$ cat src/rtl/evaluador_condiciones_pkg.sv
// Shared types and pure helpers for the condition evaluator: condition codes,
// FSM states, flag update masks and the condition table.
package paquete_banderas;

  typedef enum logic [3:0] {
    C_EQ = 4'h0, C_NE = 4'h1, C_CS = 4'h2, C_CC = 4'h3,
    C_MI = 4'h4, C_PL = 4'h5, C_VS = 4'h6, C_VC = 4'h7,
    C_HI = 4'h8, C_LS = 4'h9, C_GE = 4'hA, C_LT = 4'hB,
    C_GT = 4'hC, C_LE = 4'hD, C_AL = 4'hE, C_NV = 4'hF
  } cond_e;

  typedef enum logic [1:0] {REPOSO, ESPERA, RESPUESTA} estado_e;

  // Which of {N,Z,C,V} the op selected by seleccion is allowed to write.
  function automatic logic [3:0] mascara(input logic [3:0] sel);
    case (sel)
      4'b0000: return 4'b0110;
      4'b0001: return 4'b1100;
      4'b0010: return 4'b0101;
      default: return 4'b0100;
    endcase
  endfunction

  function automatic logic evaluar_cond(input logic [3:0] c, input logic [3:0] nzcv);
    logic n, z, cy, v;
    {n, z, cy, v} = nzcv;
    case (cond_e'(c))
      C_EQ: return z;
      C_NE: return !z;
      C_CS: return cy;
      C_CC: return !cy;
      C_MI: return n;
      C_PL: return !n;
      C_VS: return v;
      C_VC: return !v;
      C_HI: return cy && !z;
      C_LS: return !cy || z;
      C_GE: return n == v;
      C_LT: return n != v;
      C_GT: return !z && (n == v);
      C_LE: return z || (n != v);
      C_AL: return 1'b1;
      default: return 1'b0;
    endcase
  endfunction

endpackage

$ cat src/rtl/evaluador_condiciones_contador_vuelo.sv
// Count of ALU ops issued whose flags have not yet arrived; saturates at
// MAX_VUELO and flags (sticky) any flag delivery with nothing in flight.
module contador_vuelo #(
  parameter int MAX_VUELO = 3,
  localparam int W = $clog2(MAX_VUELO + 1)
) (
  input  logic         clk,
  input  logic         rst,
  input  logic         emitir,
  input  logic         flags_valid,
  output logic         ready,
  output logic [W-1:0] count_next,
  output logic         underflow
);

  logic [W-1:0] count;
  logic         vacio;

  always_comb begin
    vacio      = (count == '0);
    ready      = (count < W'(MAX_VUELO));
    count_next = count + W'(emitir && ready) - W'(flags_valid && !vacio);
  end

  always_ff @(posedge clk) begin
    if (rst) begin
      count     <= '0;
      underflow <= 1'b0;
    end else begin
      count <= count_next;
      if (flags_valid && vacio) underflow <= 1'b1;
    end
  end

endmodule

$ cat src/rtl/evaluador_condiciones.sv
// Architectural NZCV register plus a condition-query engine that holds each
// query until every in-flight ALU op has delivered its flags (or times out).
module evaluador_condiciones
  import paquete_banderas::*;
#(
  parameter int ancho     = 3,
  parameter int MAX_VUELO = 3,
  parameter int TIMEOUT   = 8
) (
  input  logic       clk,
  input  logic       rst,
  input  logic       alu_emitir,
  output logic       alu_emitir_ready,
  input  logic       flags_valid,
  input  logic [3:0] seleccion,
  input  logic       N,
  input  logic       Z,
  input  logic       C,
  input  logic       V,
  input  logic       cond_valid,
  input  logic [3:0] cond,
  output logic       cond_ready,
  output logic       res_valid,
  input  logic       res_ready,
  output logic       res_cond,
  output logic       error_timeout,
  output logic       error_underflow,
  output logic [3:0] banderas
);

  localparam int CW = $clog2(MAX_VUELO + 1);
  localparam int TW = (TIMEOUT > 1) ? $clog2(TIMEOUT) : 1;

  estado_e       estado;
  logic [3:0]    cond_q;
  logic [TW-1:0] timer;
  logic [3:0]    banderas_next, mask;
  logic [CW-1:0] count_next;
  logic          nada_pendiente;

  contador_vuelo #(.MAX_VUELO(MAX_VUELO)) u_contador (
    .clk        (clk),
    .rst        (rst),
    .emitir     (alu_emitir),
    .flags_valid(flags_valid),
    .ready      (alu_emitir_ready),
    .count_next (count_next),
    .underflow  (error_underflow)
  );

  // Evaluating against next-state flags lets a delivery on the deciding edge count.
  always_comb begin
    mask           = mascara(seleccion);
    banderas_next  = flags_valid ? ((mask & {N, Z, C, V}) | (~mask & banderas)) : banderas;
    nada_pendiente = (count_next == '0);
  end

  assign cond_ready = (estado == REPOSO);

  always_ff @(posedge clk) begin
    if (rst) begin
      estado        <= REPOSO;
      banderas      <= '0;
      cond_q        <= '0;
      timer         <= '0;
      res_valid     <= 1'b0;
      res_cond      <= 1'b0;
      error_timeout <= 1'b0;
    end else begin
      banderas <= banderas_next;
      case (estado)
        REPOSO: if (cond_valid) begin
          cond_q <= cond;
          timer  <= '0;
          if (nada_pendiente) begin
            estado    <= RESPUESTA;
            res_valid <= 1'b1;
            res_cond  <= evaluar_cond(cond, banderas_next);
          end else begin
            estado <= ESPERA;
          end
        end
        ESPERA: begin
          if (nada_pendiente) begin
            estado    <= RESPUESTA;
            res_valid <= 1'b1;
            res_cond  <= evaluar_cond(cond_q, banderas_next);
          end else if (timer == TW'(TIMEOUT - 1)) begin
            estado        <= RESPUESTA;
            res_valid     <= 1'b1;
            res_cond      <= 1'b0;
            error_timeout <= 1'b1;
          end else begin
            timer <= timer + 1'b1;
          end
        end
        RESPUESTA: if (res_ready) begin
          estado        <= REPOSO;
          res_valid     <= 1'b0;
          error_timeout <= 1'b0;
        end
        default: estado <= REPOSO;
      endcase
    end
  end

endmodule

$ cat config.mk
export PLATFORM = sky130hd
export DESIGN_NAME = evaluador_condiciones
export DESIGN_NICKNAME = d
export VERILOG_FILES = /design/src/rtl/evaluador_condiciones_pkg.sv /design/src/rtl/evaluador_condiciones_contador_vuelo.sv /design/src/rtl/evaluador_condiciones.sv
export SDC_FILE = /design/constraint.sdc
export NUM_CORES = 1
export LEC_CHECK = 0
export CORE_ASPECT_RATIO = 0.9
export CORE_UTILIZATION = 50
export CTS_CLUSTER_DIAMETER = 100
export DETAILED_ROUTE_END_ITERATION = 16
export HOLD_SLACK_MARGIN = 0.1
export PLACE_DENSITY = 0.78
export SLEW_MARGIN = 5
export SYNTH_ARGS = -nofsm -noshare
export SYNTH_HDL_FRONTEND = slang
export SYNTH_SLANG_ARGS = --single-unit
$ cat constraint.sdc
create_clock -name clk -period 3.8 [get_ports clk]
set_input_delay 1.14 -clock clk [delete_from_list [all_inputs] [get_ports clk]]
set_output_delay 1.14 -clock clk [all_outputs]
set_load 0.01 [all_outputs]
Run 1, placed cells, one colour a class:
Bar = 20 um.
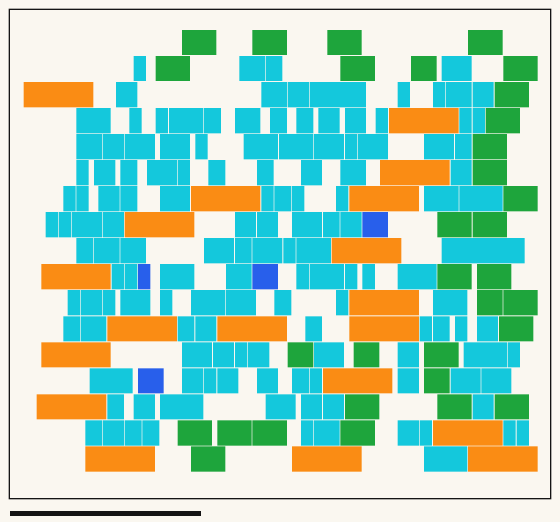
[combinational and other logic] cyan | cells: 140 | share of their area: 56%
[clock drivers and dummy loads] blue | cells: 4 | share of their area: 1.6%
[remaining buffers and delay cells] green | cells: 32 | share of their area: 19%
[sequential cells] orange | cells: 19 | share of their area: 23%
final instance area: 1660 um2
Rows: 17
Core Util, Final: 66.8%

Run 1, routed clock nets over the placement:
Bar = 20 um.
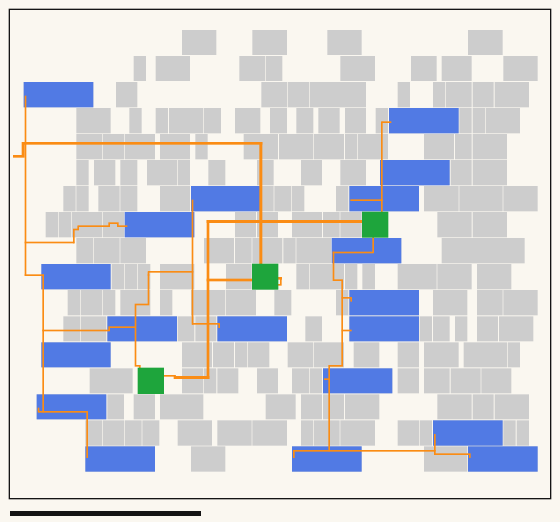
[clock drivers] green | count: 3
[clock wires] orange | length: 266 um
[flip-flops] blue | count: 19
flops lie: widely spread
routed clock nets: 4
Insertion Delay late pin: 0.31 ns
clock share of power: 13.4%

Run 1, clock wiring as the flow saved it:
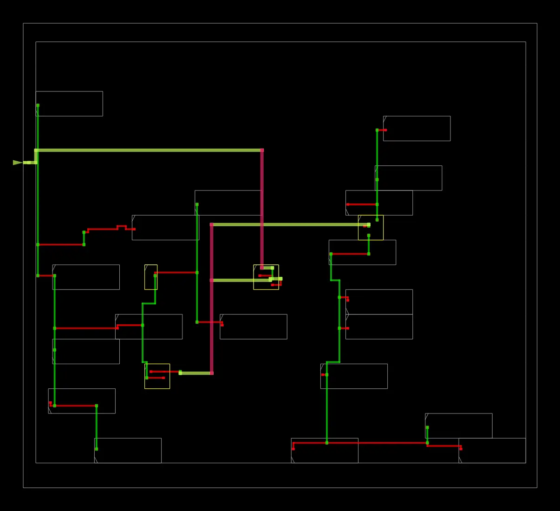
clkbuf count: 4
Num CTS Buffers: 3
flip-flops: 19
CTS sink cnt: 19

[run 1: through the flow]
stage | hold slack, ns | std cells
final | 0.483 | 223
after global routing | 0.509 | 223
after CTS | 0.484 | 223
after detailed placement | 0.469 | 219
after global placement | 0.447 | 219
after floorplan | 0.450 | 170
[run 1: cell type report]
type	count	area share, %
multi-input cells	133	53.3
flip-flops and latches	19	22.9
repair buffers	32	18.5
well taps	28	2.11
clock buffers	4	1.58
inverters	7	1.58
[run 1: worst paths after layout]
| path | start | end | slack (ns) |
|---|---|---|---|
| worst max-delay path | flags_valid | res_cond$_SDFFE_PP0P_ | 0.25 |
| worst min-delay path | timer[1]$_SDFFE_PP0P_ | timer[1]$_SDFFE_PP0P_ | 0.48 |
| worst max register to register | u_contador.count[0]$_SDFF_PP0_ | res_cond$_SDFFE_PP0P_ | 1.07 |
| worst min register to register | timer[1]$_SDFFE_PP0P_ | timer[1]$_SDFFE_PP0P_ | 0.48 |
[run 1: flip-flops by register name (all words and copies together), names as in the netlist]
signal	flops
banderas	4
cond_q	4
timer	3
estado	2
u_contador.count	2
error_timeout	1
res_cond	1
res_valid	1
u_contador.underflow	1
[run 1: cells by family (layout without fill, tap and decap cells)]
| group | count (synthesis) | in the layout | share of synthesized area [%] |
|---|---|---|---|
| and+or+nand+nor | 78 | 78 | 32.8 |
| AOI/OAI and AO/OA | 37 | 37 | 19.4 |
| DFF | 19 | 19 | 28.5 |
| buffers and inverters | 18 | 43 | 5.07 |
| xor gates and xnor gates | 8 | 8 | 5.82 |
| muxes | 6 | 6 | 4.60 |
| adders and majority gates | 4 | 4 | 3.75 |
[run 1: cells in the mapped netlist (all sizes together), types with 2 or more instances]
library cell / instances
a211o: 2
a211oi: 3
a21oi: 12
a31oi: 2
and2: 4
clkbuf: 11
dfxtp: 19
ha: 4
inv: 7
mux2i: 5
nand2: 9
nand2b: 11
nand3: 4
nand3b: 3
nand4: 2
nor2: 23
nor2b: 6
nor3: 4
nor3b: 3
nor4: 3
o211a: 2
o21ai: 3
o311ai: 2
xnor2: 7
[run 1: critical path: cells and delay by family]
family	cells	cell delay [ns]
buffers and inverters	2	0.53
xor gates and xnor gates	2	0.34
AOI/OAI and AO/OA	4	0.78
adders and majority gates	2	0.39
and+or+nand+nor	3	0.54
[run 1: per-layer routing]
metal	wire length [um]	part of all wire, %
met2	1430	47
met3	208	6.8
met5	0	0
met1	1390	45
met4	29	0.95
[run 1: power breakdown]
group	total [uW]	internal [uW]	leakage (uW)	switching (uW)
Sequential	284	239	0.000155	45.7
Combinational	402	213	0.000474	189
Clock	106	41.1	0.0000150	64.7
Total	792	492	0.000644	300
==> summary.txt, run 1 <==
run results: M1 GR Usage 27.8%, Mapped Avg Cell Area 7.85 um2, CP Capture Type register, Hold WC Path Type register to register, Post-Syn Nets 192, drt initial violations 68, via density per instance 5.76, Die Wd 56.4 um, Peak VDD IR 0.000481 V, Data arrival, critical path 3.73 ns, fillers 201, P_leak 0.000644 uW, cell count after synthesis 170, fmax 282 MHz, CTS H-tree depth 1, Total GRT Usage 23.3%, met3 Track Usage GR 6.08%, antenna fix cells 0, RSZ-0062 raised after global routing no, Core ar. 2490 um2, DRC 0, DIE AREA 2880 um2, Post-synth seq share 28.5%, Slew Limit Fails 0, DRT Wirelength 3.06 mm, Placed Area 1640 um2, Post-CTS Setup Inserts 0, clock slew at the register clock pins of the worst setup and hold paths 0.11 ns, dominant register cell dfxtp_1, final hold violation count 0, Synth Cell Area 1330 um2, Final min period 3.55 ns, Post-synth ARST share 0%, area reported by Yosys stat 1330 um2, cells in synth_stat.txt 170, CTS tree yes, Sequential Area 380 um2, Slew @ Worst Pin 0.722 ns, Post-Place Setup Slack -0.0492 ns, count of library flops with an enable pin 0, Root Driver clkbuf_4, share of post-route cells with drive strength above 1 8.21%, post-layout period usage 93.5%, Tool Warnings 26, IO buf count 27, GR peak layer met2, combined area of the multi-input logic cells 886 um2, first-pass GRT wire length 5.28 mm, largest net degree at the start of global routing 21, floorplan utilization 53.6%, dominant logic cell type in the layout clkdlybuf4s50_1, slowest CP cell clkdlybuf4s50_1, Congestion Overflow GR 0, most common logic cells in the final layout clkdlybuf4s50_1 (27), nor2_1 (23), dfxtp_1 (19), WL/cell 13.7 um, DR pass1 iterations 4, max-cap violations 0, setup_tns 0 ns, crit start category input pin, Die H 51 um, vias 1284, Rel. slew slack 51.7%, Top cells by area dfxtp_1 (29%), nor2_1 (6.5%), nand2b_1 (5.2%), a21oi_1 (4.5%), xnor2_1 (3.9%), Layout Nets 218, CTS resizes 0, Syn-to-layout area delta 24.6%, Cell Type Count 47, crit-path cells clkdlybuf4s50_1, nor2b_1, ha_1, inv_1, ha_1, xor2_1, xnor2_1, nand2b_1, a211o_1, a211oi_1, o311ai_1, nor4_1, o32ai_1, Register-to-Register Path Depth 13, grt met2 use 41.2%, status finished, final reports clean, Clock Path Buffers 2, hold-fix buffers at CTS 0
==> run 2: changes to the inputs <==
Settings changed: CAP_MARGIN set to 10.
Run 2, clock wiring as the flow saved it:
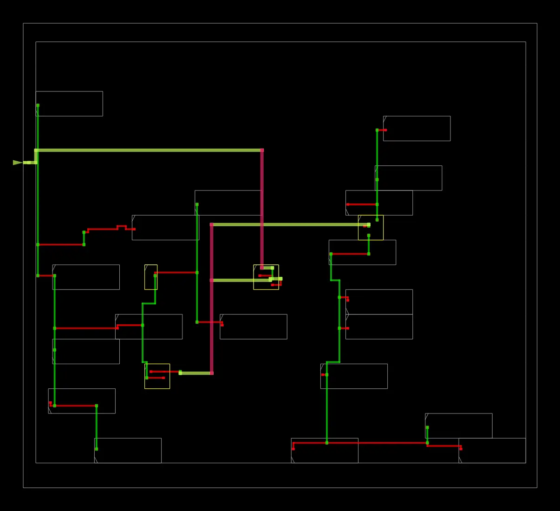
clk pwr: 106 uW
worst clock skew: 0.00832 ns

Run 2, routed clock nets over the placement:
Bar = 20 um.
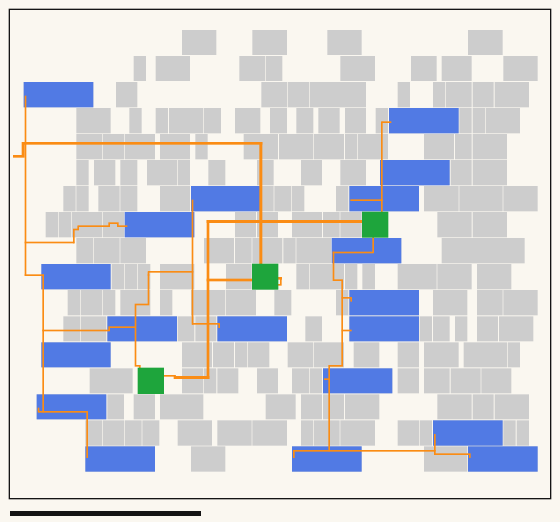
[flip-flops] blue | count: 19
[clock drivers] green | count: 3
[clock wires] orange | length: 266 um
flops lie: widely spread
routed clock nets: 4

Run 2, placed cells, one colour a class:
Bar = 20 um.
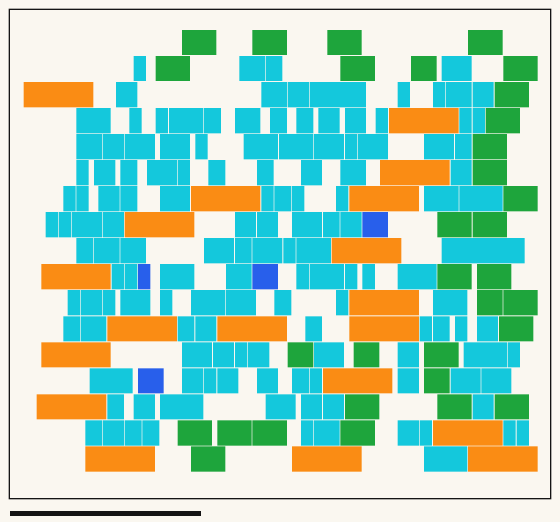
[sequential cells] orange | cells: 19 | share of their area: 23%
[remaining buffers and delay cells] green | cells: 32 | share of their area: 19%
[combinational and other logic] cyan | cells: 140 | share of their area: 56%
[clock drivers and dummy loads] blue | cells: 4 | share of their area: 1.6%
Core ar.: 2490 um2
sequential cell area share: 22.9%

==> run 2 against run 1 <==
  * Sequential share of layout area unchanged
  * Flip-flop count unchanged
  * Non-clock buffer count unchanged
  * First-iteration DRC count unchanged
  * Global-route usage unchanged
  * Synthesized area unchanged
  * Total power unchanged
  * Sequential power about the same
  * Highest routed layer unchanged
==> summary.txt, run 2 <==
run results: status finished, final reports clean, clock slew at the register clock pins of the worst setup and hold paths 0.11 ns (about the same), combined area of the multi-input logic cells 886 um2 (unchanged), cells in synth_stat.txt 170 (unchanged), count of library flops with an enable pin 0 (unchanged), number of global-route vias before repair 1202, yosys warns 0, Cell Type Count 47 (unchanged), CTS H-tree depth 1 (unchanged), Worst Setup SP flags_valid, CTS sink cnt 19 (unchanged), Data arrival, critical path 3.73 ns (about the same), Final min period 3.55 ns (unchanged), Insertion Delay late pin 0.31 ns (about the same), share of post-route cells with drive strength above 1 8.21% (unchanged), Slew Limit Fails 0 (unchanged), Top cells by area dfxtp_1 (29%), nor2_1 (6.5%), nand2b_1 (5.2%), a21oi_1 (4.5%), xnor2_1 (3.9%), Congestion Overflow GR 0 (unchanged), fillers 201 (unchanged), CP Max Fanout 2, Tool Warnings 26 (unchanged), fmax 282 MHz (unchanged), post-layout period usage 93.5% (unchanged), Root Driver clkbuf_4, largest net degree at the start of global routing 21 (unchanged), cell count after synthesis 170 (unchanged), Rel. slew slack 51.7% (unchanged), Die Wd 56.4 um (unchanged), Num CTS Buffers 3 (unchanged), Hold WC Path Type register to register, Mapped Avg Cell Area 7.85 um2 (unchanged), floorplan utilization 53.6% (unchanged), DIE AREA 2880 um2 (unchanged), DRC 0 (unchanged), via density per instance 5.76 (unchanged), Layout Nets 218 (unchanged), most common logic cells in the final layout clkdlybuf4s50_1 (27), nor2_1 (23), dfxtp_1 (19), FF+latch count, synth 19, Syn-to-layout area delta 24.6% (unchanged), Yosys top cell by instances nor2_1, final hold violation count 0 (unchanged), Reg-to-Reg Start u_contador.count[0]$_SDFF_PP0_, P_leak 0.000644 uW (unchanged), DRT Wirelength 3.06 mm (unchanged), hold-fix buffers at CTS 0 (unchanged), Clock Path Buffers 2 (unchanged), CTS resizes 0 (unchanged), IO buf count 27 (unchanged), DR pass1 iterations 4 (unchanged), Sequential Area 380 um2 (unchanged), first-pass GRT wire length 5.28 mm (unchanged), Post-CTS Setup Inserts 0 (unchanged), dominant register cell dfxtp_1, Core Util, Final 66.8% (unchanged), crit start category input pin, Post-Syn Nets 192 (unchanged), Placer Congestion 0.903, vias 1284 (unchanged), Commonest cells post-synth nor2_1 (23), dfxtp_1 (19), a21oi_1 (12), clkbuf_1 (11), nand2b_1 (11), Post-synth ARST share 0% (unchanged), WL/cell 13.7 um (unchanged), Rows 17 (unchanged), area leader, netlist dfxtp_1, drt initial violations 68 (unchanged), antenna fix cells 0 (unchanged), Total GRT Usage 23.3% (unchanged), CTS tree yes, Peak VDD IR 0.000481 V (unchanged), Slew @ Worst Pin 0.722 ns (unchanged), worst hold start timer[1]$_SDFFE_PP0P_, CP Capture Type register, largest registers banderas: 4 flops, cond_q: 4 flops, timer: 3 flops, Die H 51 um (unchanged), Post-synth seq share 28.5% (unchanged), Synth Cell Area 1330 um2 (unchanged), max-cap violations 0 (unchanged), area reported by Yosys stat 1330 um2 (unchanged), RSZ-0062 raised after global routing no, dominant logic cell type in the layout clkdlybuf4s50_1
run 2: cell counts in the layout (fill, tap and decap cells not counted):
No cell type changed its count.
run 2: cells by family (layout without fill, tap and decap cells):
group                    Yosys count  after routing  share of synthesized area, %
AND-OR/OR-AND                     37             37                          19.4
XOR/XNOR                           8              8                          5.82
adder cells (fa/ha/maj)            4              4                          3.75
buffers and inverters             18             43                          5.07
flip-flops                        19             19                          28.5
multiplexers                       6              6                          4.60
AND/OR/NAND/NOR                   78             78                          32.8
run 2: worst paths after layout:
kind | end | slack (ns) | cells past startpoint
max | res_cond$_SDFFE_PP0P_ | 0.25 | 13
max reg2reg | res_cond$_SDFFE_PP0P_ | 1.07 | 13
min reg2reg | timer[1]$_SDFFE_PP0P_ | 0.48 | 2
min | timer[1]$_SDFFE_PP0P_ | 0.48 | 2
run 2: final cells by class:
cell class | count | share of cell area [%]
Tap cell | 28 | 2.11
Timing Repair Buffer | 32 | 18.5
Multi-Input combinational cell | 133 | 53.3
Sequential cell | 19 | 22.9
Inverter | 7 | 1.58
Clock buffer | 4 | 1.58
run 2: power by group:
group          internal, uW  leakage (uW)  switching [uW]  total (uW)
clock network          41.1     0.0000150            64.7         106
registers               239      0.000155            45.7         284
logic                   213      0.000474             189         402
run 2: per-layer routing:
layer	vias up	routed length, um	GRT usage [%]
met5	-	0	0
met4	0	29	6.50
met3	5	208	6.08
met2	34	1430	41.2
met1	590	1390	27.8
li1	655	-	-
run 2: worst max-delay path: stages:
cell	delay, ns
clkdlybuf4s50_1	0.47
nor2b_1	0.13
ha_1	0.23
inv_1	0.06
ha_1	0.16
xor2_1	0.18
xnor2_1	0.16
nand2b_1	0.10
a211o_1	0.29
a211oi_1	0.24
o311ai_1	0.13
nor4_1	0.31
o32ai_1	0.12
run 2: through the flow:
step | TNS, ns | worst slack (ns) | instances | hold WS, ns | cell area [um2]
2_1_floorplan | 0 | 0.485 | 170 | 0.450 | 1330
3_3_place_gp | 0 | 0.00932 | 219 | 0.447 | 1640
3_5_place_dp | -0.0492 | -0.0492 | 219 | 0.469 | 1640
4_1_cts | 0 | 0.239 | 223 | 0.484 | 1660
5_1_grt | 0 | 0.0200 | 223 | 0.509 | 1660
6_report | 0 | 0.248 | 223 | 0.483 | 1660
No activity file was given, so power comes from the tool's default toggle rates.
